### src/rtl/mem_pkg.sv
// Shared types for the memory access unit: FSM states, request kinds and access size codes.
package mem_pkg;

  typedef enum logic [1:0] {
    IDLE   = 2'd0,
    ACCESS = 2'd1,
    RESP   = 2'd2
  } state_t;

  typedef enum logic [1:0] {
    FETCH = 2'd0,
    LOAD  = 2'd1,
    STORE = 2'd2
  } kind_t;

  localparam logic [1:0] SZ_BYTE = 2'b00;
  localparam logic [1:0] SZ_HALF = 2'b01;
  localparam logic [1:0] SZ_WORD = 2'b10;

  // Encoding 11 behaves as a full word everywhere.
  function automatic logic [1:0] norm_size(input logic [1:0] s);
    return (s == 2'b11) ? SZ_WORD : s;
  endfunction

endpackage

### src/rtl/byte_lane_unit.sv
// Little-endian lane logic: byteenable, store data shift, load extract/extend, misalignment flag.
// Purely combinational.
module byte_lane_unit
  import mem_pkg::*;
(
  input  logic [1:0]  offset,
  input  logic [1:0]  size,
  input  logic        load_signed,
  input  logic [31:0] store_data,
  input  logic [31:0] readdata,
  output logic [3:0]  byteenable,
  output logic [31:0] writedata,
  output logic [31:0] load_data,
  output logic        misaligned
);

  logic [1:0]  sz;
  logic [31:0] shifted;

  always_comb begin
    sz         = norm_size(size);
    shifted    = readdata >> {offset, 3'b000};
    writedata  = store_data << {offset, 3'b000};
    byteenable = 4'b1111;
    misaligned = 1'b0;
    load_data  = readdata;
    case (sz)
      SZ_BYTE: begin
        byteenable = 4'b0001 << offset;
        load_data  = {{24{load_signed & shifted[7]}}, shifted[7:0]};
      end
      SZ_HALF: begin
        byteenable = offset[1] ? 4'b1100 : 4'b0011;
        misaligned = offset[0];
        load_data  = {{16{load_signed & shifted[15]}}, shifted[15:0]};
      end
      default: begin
        byteenable = 4'b1111;
        misaligned = |offset;
        load_data  = readdata;
      end
    endcase
  end

endmodule

### src/rtl/mem_access_unit.sv
// Avalon-MM master sequencing CPU fetches, loads and stores (IDLE -> ACCESS -> RESP).
// Optional bus watchdog enabled by defining BUS_TIMEOUT_EN.
module mem_access_unit
  import mem_pkg::*;
#(
  parameter int TIMEOUT_CYCLES = 255
) (
  input  logic        clk,
  input  logic        reset,
  input  logic        req_fetch,
  input  logic        req_load,
  input  logic        req_store,
  input  logic [31:0] pc,
  input  logic [31:0] data_addr,
  input  logic [1:0]  size,
  input  logic        load_signed,
  input  logic [31:0] store_data,
  output logic [31:0] avm_address,
  output logic        avm_read,
  output logic        avm_write,
  output logic [3:0]  avm_byteenable,
  output logic [31:0] avm_writedata,
  input  logic [31:0] avm_readdata,
  input  logic        avm_waitrequest,
  output logic [31:0] instr_data,
  output logic        instr_valid,
  output logic [31:0] load_data,
  output logic        load_valid,
  output logic        store_done,
  output logic        busy,
  output logic        align_err,
  output logic        timeout_err
);

  state_t      state, state_next;
  kind_t       kind_q, sel_kind;
  logic [1:0]  off_q, size_q;
  logic        signed_q;
  logic [31:0] sel_addr;
  logic [1:0]  sel_size;
  logic        any_req;
  logic        accept, reject, complete, abort, tmo_hit;

  logic [1:0]  lane_off, lane_size;
  logic [3:0]  lane_be;
  logic [31:0] lane_wdata, lane_load;
  logic        lane_misaligned;

  // Fetch wins over load, load over store.
  always_comb begin
    any_req  = req_fetch | req_load | req_store;
    sel_kind = FETCH;
    sel_addr = pc;
    sel_size = SZ_WORD;
    if (!req_fetch) begin
      sel_addr = data_addr;
      sel_size = size;
      sel_kind = req_load ? LOAD : STORE;
    end
  end

  // The lane unit sees the incoming request while idle and the latched one afterwards.
  assign lane_off  = (state == IDLE) ? sel_addr[1:0] : off_q;
  assign lane_size = (state == IDLE) ? sel_size : size_q;

  byte_lane_unit u_lanes (
    .offset      (lane_off),
    .size        (lane_size),
    .load_signed (signed_q),
    .store_data  (store_data),
    .readdata    (avm_readdata),
    .byteenable  (lane_be),
    .writedata   (lane_wdata),
    .load_data   (lane_load),
    .misaligned  (lane_misaligned)
  );

`ifdef BUS_TIMEOUT_EN
  localparam int TW = ($clog2(TIMEOUT_CYCLES + 1) > 8) ? $clog2(TIMEOUT_CYCLES + 1) : 8;
  logic [TW-1:0] wait_cnt;

  always_ff @(posedge clk) begin
    if (reset || state != ACCESS || !avm_waitrequest) wait_cnt <= '0;
    else                                              wait_cnt <= wait_cnt + TW'(1);
  end

  assign tmo_hit = avm_waitrequest && (wait_cnt == TW'(TIMEOUT_CYCLES - 1));

  always_ff @(posedge clk) begin
    if (reset) timeout_err <= 1'b0;
    else       timeout_err <= abort;
  end
`else
  logic unused_timeout_cfg;
  assign unused_timeout_cfg = ^TIMEOUT_CYCLES;
  assign tmo_hit            = 1'b0;
  assign timeout_err        = 1'b0;
`endif

  always_ff @(posedge clk) begin
    if (reset) state <= IDLE;
    else       state <= state_next;
  end

  always_comb begin
    state_next = state;
    accept     = 1'b0;
    reject     = 1'b0;
    complete   = 1'b0;
    abort      = 1'b0;
    case (state)
      IDLE: begin
        if (any_req) begin
          if (lane_misaligned) begin
            reject = 1'b1;
          end else begin
            accept     = 1'b1;
            state_next = ACCESS;
          end
        end
      end
      ACCESS: begin
        if (!avm_waitrequest) begin
          complete   = 1'b1;
          state_next = RESP;
        end else if (tmo_hit) begin
          abort      = 1'b1;
          state_next = IDLE;
        end
      end
      RESP:    state_next = IDLE;
      default: state_next = IDLE;
    endcase
  end

  assign busy = (state != IDLE);

  always_ff @(posedge clk) begin
    if (reset) begin
      kind_q         <= FETCH;
      off_q          <= 2'b00;
      size_q         <= SZ_BYTE;
      signed_q       <= 1'b0;
      avm_address    <= '0;
      avm_read       <= 1'b0;
      avm_write      <= 1'b0;
      avm_byteenable <= 4'b0000;
      avm_writedata  <= '0;
      instr_data     <= '0;
      instr_valid    <= 1'b0;
      load_data      <= '0;
      load_valid     <= 1'b0;
      store_done     <= 1'b0;
      align_err      <= 1'b0;
    end else begin
      instr_valid <= 1'b0;
      load_valid  <= 1'b0;
      store_done  <= 1'b0;
      align_err   <= reject;
      if (accept) begin
        kind_q         <= sel_kind;
        off_q          <= sel_addr[1:0];
        size_q         <= sel_size;
        signed_q       <= load_signed;
        avm_address    <= {sel_addr[31:2], 2'b00};
        avm_read       <= (sel_kind != STORE);
        avm_write      <= (sel_kind == STORE);
        avm_byteenable <= lane_be;
        if (sel_kind == STORE) avm_writedata <= lane_wdata;
      end
      if (complete || abort) begin
        avm_read  <= 1'b0;
        avm_write <= 1'b0;
      end
      if (complete) begin
        case (kind_q)
          FETCH: begin
            instr_data  <= avm_readdata;
            instr_valid <= 1'b1;
          end
          LOAD: begin
            load_data  <= lane_load;
            load_valid <= 1'b1;
          end
          default: store_done <= 1'b1;
        endcase
      end
    end
  end

endmodule
### config.mk
export PLATFORM = sky130hd
export DESIGN_NAME = mem_access_unit
export DESIGN_NICKNAME = d
export VERILOG_FILES = /design/src/rtl/mem_pkg.sv /design/src/rtl/byte_lane_unit.sv /design/src/rtl/mem_access_unit.sv
export SDC_FILE = /design/constraint.sdc
export NUM_CORES = 1
export LEC_CHECK = 0
export CAP_MARGIN = 25
export CORE_ASPECT_RATIO = 1.5
export CORE_MARGIN = 5
export CORE_UTILIZATION = 39
export DETAILED_ROUTE_END_ITERATION = 7
export PLACE_DENSITY = 0.84
export SETUP_SLACK_MARGIN = 0.1
export SYNTH_ARGS = -nofsm -noshare
export SYNTH_HDL_FRONTEND = slang
export SYNTH_SLANG_ARGS = --single-unit
### constraint.sdc
create_clock -name clk -period 2.1 [get_ports clk]
set_input_delay 0.525 -clock clk [delete_from_list [all_inputs] [get_ports clk]]
set_output_delay 0.525 -clock clk [all_outputs]
set_load 0.005 [all_outputs]
gate_families.png
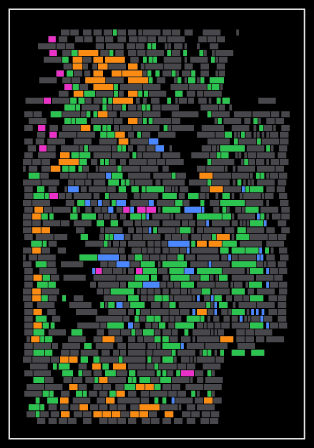
orange -> multiplexers  # cells 64, most used mux2i_1
blue -> NOR gates  # cells 48, most used nor2_1
magenta -> AND-OR and OR-AND gates  # cells 15, most used a22o_1
green -> inverting AOI/OAI gates  # cells 258, most used a21oi_1, where spread over the die

registers.png
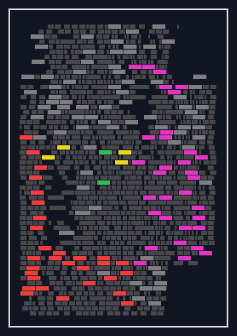
green -> size_q  # placed flops 2
yellow -> avm_byteenable  # placed flops 4
magenta -> load_data  # placed flops 32
red -> avm_address  # placed flops 30, where bottom left

[worst reg2reg max path: cells and delay by family (launching register included)]
kind	cells	cell delay (ns)
compound gates	5	0.97
buf+inv	7	1.00
flops	1	0.38
[registers in the layout, summed over array words and instances, names as in the netlist]
signal	flops
load_valid	1
signed_q	1
state	2
size_q	2
avm_address	30
avm_byteenable	4
load_data	32
off_q	2
align_err	1
instr_valid	1
kind_q	2
store_done	1
avm_writedata	32
avm_write	1
avm_read	1
instr_data	32
[placed cells by master (no fill, tap or decap), types with 7 or more instances in the layout]
cell,instances
sky130_fd_sc_hd__inv_1,10
sky130_fd_sc_hd__a311oi_2,16
sky130_fd_sc_hd__o211ai_1,8
sky130_fd_sc_hd__o32ai_1,7
sky130_fd_sc_hd__mux2_2,18
sky130_fd_sc_hd__a22o_1,8
sky130_fd_sc_hd__nand4_1,8
sky130_fd_sc_hd__buf_4,111
sky130_fd_sc_hd__mux4_2,8
sky130_fd_sc_hd__nor2_1,29
sky130_fd_sc_hd__dfxtp_1,143
sky130_fd_sc_hd__clkdlybuf4s50_1,264
sky130_fd_sc_hd__o21ai_1,22
sky130_fd_sc_hd__a21oi_1,85
sky130_fd_sc_hd__mux2i_1,30
sky130_fd_sc_hd__a21oi_2,14
sky130_fd_sc_hd__nand2_1,88
sky130_fd_sc_hd__buf_6,29
sky130_fd_sc_hd__a222oi_1,7
sky130_fd_sc_hd__a211oi_2,30
sky130_fd_sc_hd__a211oi_1,13
sky130_fd_sc_hd__a22oi_1,8
sky130_fd_sc_hd__nand3_1,12
sky130_fd_sc_hd__clkbuf_16,24
sky130_fd_sc_hd__o21ai_0,14
sky130_fd_sc_hd__buf_12,18
[per-layer routing]
layer  global-route usage  wire, µm
met4                0.171      2450
met1                0.285     10600
met2                0.479     16200
met5                    0         0
met3               0.0591      2650
==> notes.md <==
Synthesis and place-and-route results.

- The total power is 12.7 mW.
- The floorplan step defined a core boundary enclosing 16800 µm².
- The type of the tightest min-delay check is reg -> reg.
- The final cell count without fillers is 1348.
- The finished design was reported to have a net count of 1262.
- The final reports fail on setup timing.
- The first global-routing pass estimated 42.0 mm of wire.
- The synthesis report names the predominant flop master as sky130_fd_sc_hd__dfxtp_1.
- The net switching power is 4.30 mW.
- Across all hold checks on the routed design, the worst slack comes to 0.452 ns.
- Cell internal power was estimated by the tool at 8.35 mW.
- The max-slew check reports its worst relative slack as 0.560.
- The sequential cell area share is 0.234.
- For this floorplan the total number of well-tap instances is 210.
- Per the layout area report, the combinational fraction of cell area is 0.332.
- Summed over all layers, the global routing overflow is 0.
- The number of H-tree branching levels is 4.
- Of the total power, combinational logic draws 0.462.
- In this run the layout overhead on the synthesized area is reported as 84.7%.
- The global routing usage summed across all routing layers is 0.271.
- Clock buffers in the final layout number 20.
- The chip area line in the Yosys stat output reads 6730 µm².
- The peak supply drop is 684 µV.
- For the pin with the worst max-slew slack, the measured transition is 0.659 ns.
- The timing report lists the critical path depth as 12 cells.
- The XOR/XNOR share of the synthesized area is 0.
- STA classifies the critical path startpoint as a register.
- Of the synthesized area, sequential elements account for 0.432.
- The report counts max-capacitance violations totalling 0.
- Counting every instance in the synthesized netlist gives 733.
- The sum of negative setup slack is -10.90 ns.
- The number of antenna violations at the first check in global routing is 2.
- Clock network power for this build is 3.38 mW.
- The die covers 20000 µm².
- TritonCTS built the clock tree.
- The capture point of the critical path was reported as load_data[12]$_SDFFE_PP0P_.
- Of all the cell area in the finished design, non-clock buffers hold 0.357.
- The combinational power reported by the tool is 5.84 mW.
- The fraction of the mapped netlist area in simple logic gates is 0.122.
- The largest incremental delay on the critical path is 0.40 ns.
- The final report gives the core utilization as 0.738.
- The final RePlAce weighted congestion is 0.948.
- In the routed layout, each cell is associated on average with a via count of 6.03.
- The share of total power in sequential cells is 0.271.
- In this run the core area contains 58 standard-cell rows.
- The final-layout fill cell count is 1108.
- In this run, placement finished with an instance count of 1257.
- The pin count of the biggest net entering global routing is 87.
- The post-CTS hold buffer count recorded in the log is 0.
- During synthesis, Yosys emitted a total of 0 warnings.
- The clock distribution area overhead in the final layout is 0.0516.
- Once detail routing completed, the nets flagged for antenna violations numbered 0.
- For reference, the clock transition at the flip-flops on the worst setup and hold paths is 0.06 ns.
- The number of global-route vias before repair is 7726.
- The logic depth of the worst register-to-register path is 12.
- Leaving out the clock tree, the finished layout contains an inverter count of 12.
- The count of vias placed by the detailed router is 8127.
- Of all cell types, the one taking the most synthesized area is sky130_fd_sc_hd__dfxtp_1.
- In this run the critical register-to-register path is launched from state[0]$_SDFFE_PP0P_.
- The largest contributor to cell area by class is buffers.
- In this run, the synthesized area fraction spent on adder and majority cells is recorded as 0.
- The share of flip-flops with an asynchronous set or reset after synthesis is 0.
- The number of OpenROAD warnings is 29.
- In the finished design, the share of the clock period the worst path needs comes to 1.16.
- The setup slack after placement is -0.766 ns.
- The top-level port count is 277.
- Between clock sinks in the finished design, the worst skew comes to 0.0143 ns.
- The flip-flop and latch count after synthesis is 145.
- The power per unit of standard cell area is 1020 nW/µm².
- Post-CTS repair ended up resizing 63 cells.
- The group that draws the most power in this run is combinational logic.
- Per the CTS log, the buffer count on the longest clock path is 2.
- Setup slack on the critical path of the routed design comes to -0.328 ns.
- According to the report, the first pass of detailed routing completed in 6 iterations.
- The number of remaining DRC errors is 0.
- The power share of the clock group is 0.267.
- The largest fanout of any net on the critical path is 9.
- The number of endpoints with negative hold slack in the final report is 0.
- In this run, power in flip-flops and latches comes to 3.43 mW.
- The layout contains a multi-input combinational cell count of 510.
- Of the cells placed in the final design, the portion with a size suffix greater than 1 is 0.306.
- The sum of buffers and inverters on the critical path is 7.
- Walking the worst path, the cells encountered are buf_12 -> buf_4 -> o21ai_4 -> buf_6 -> buf_4 -> o211ai_1 -> buf_4 -> a211oi_4 -> buf_4 -> o31ai_4 -> buf_6 -> o21ai_1.
- The detailed-route wire length is 31.9 mm.
- After synthesis, the share of cell area in mux cells is 0.115.
- Per the layout area report, the combinational gate area comes to 4120 µm².
- The later pin in the worst-skew pair is clocked with a latency of 0.43 ns.
- The count of unique library cells instantiated by Yosys is 61.
- The initial core utilization is 0.399.
- Setup repair after global routing could not meet its margin everywhere.
- The analysis attributes to cell leakage a power of 4.61 nW.
- The buffer cell driving the clock tree root is sky130_fd_sc_hd__clkbuf_16.
- The flow ran to the end, but the final reports show violations.
- From left edge to right edge, the die measures 117 µm.
- The final antenna diode tally reported by the flow is 2.
- The AND-OR/OR-AND share of the synthesized area is 0.277.
- The launch point of the worst path is state[0]$_SDFFE_PP0P_.
- In this run the register-to-register setup slack is -0.33 ns.
- The layout has 439 buffers outside the clock class.
- On the critical path, the stage with the largest delay is an instance of sky130_fd_sc_hd__a211oi_4.
- The number of port buffers is 273.
- The synthesized netlist was found by Yosys to have 733 cells.
- The cell area after layout is 12400 µm².
- The required time of the critical path is 2.43 ns.
- The end-of-flow timing check tallies setup violations at 97.
- After synthesis, the most frequently instantiated cells are sky130_fd_sc_hd__dfxtp_1 (145), sky130_fd_sc_hd__a21oi_1 (100), sky130_fd_sc_hd__nand2_1 (90).
- Measured along the y axis, the die boundary spans 171 µm.
- In this design, the largest share of critical-path delay is due to buffers and inverters.
- According to the timing report, the arrival time at the worst endpoint equals 2.75 ns.
- The most used standard cell by instance count after synthesis is sky130_fd_sc_hd__dfxtp_1.
Power figures rest on the tool's default switching activity, not on a simulated workload.
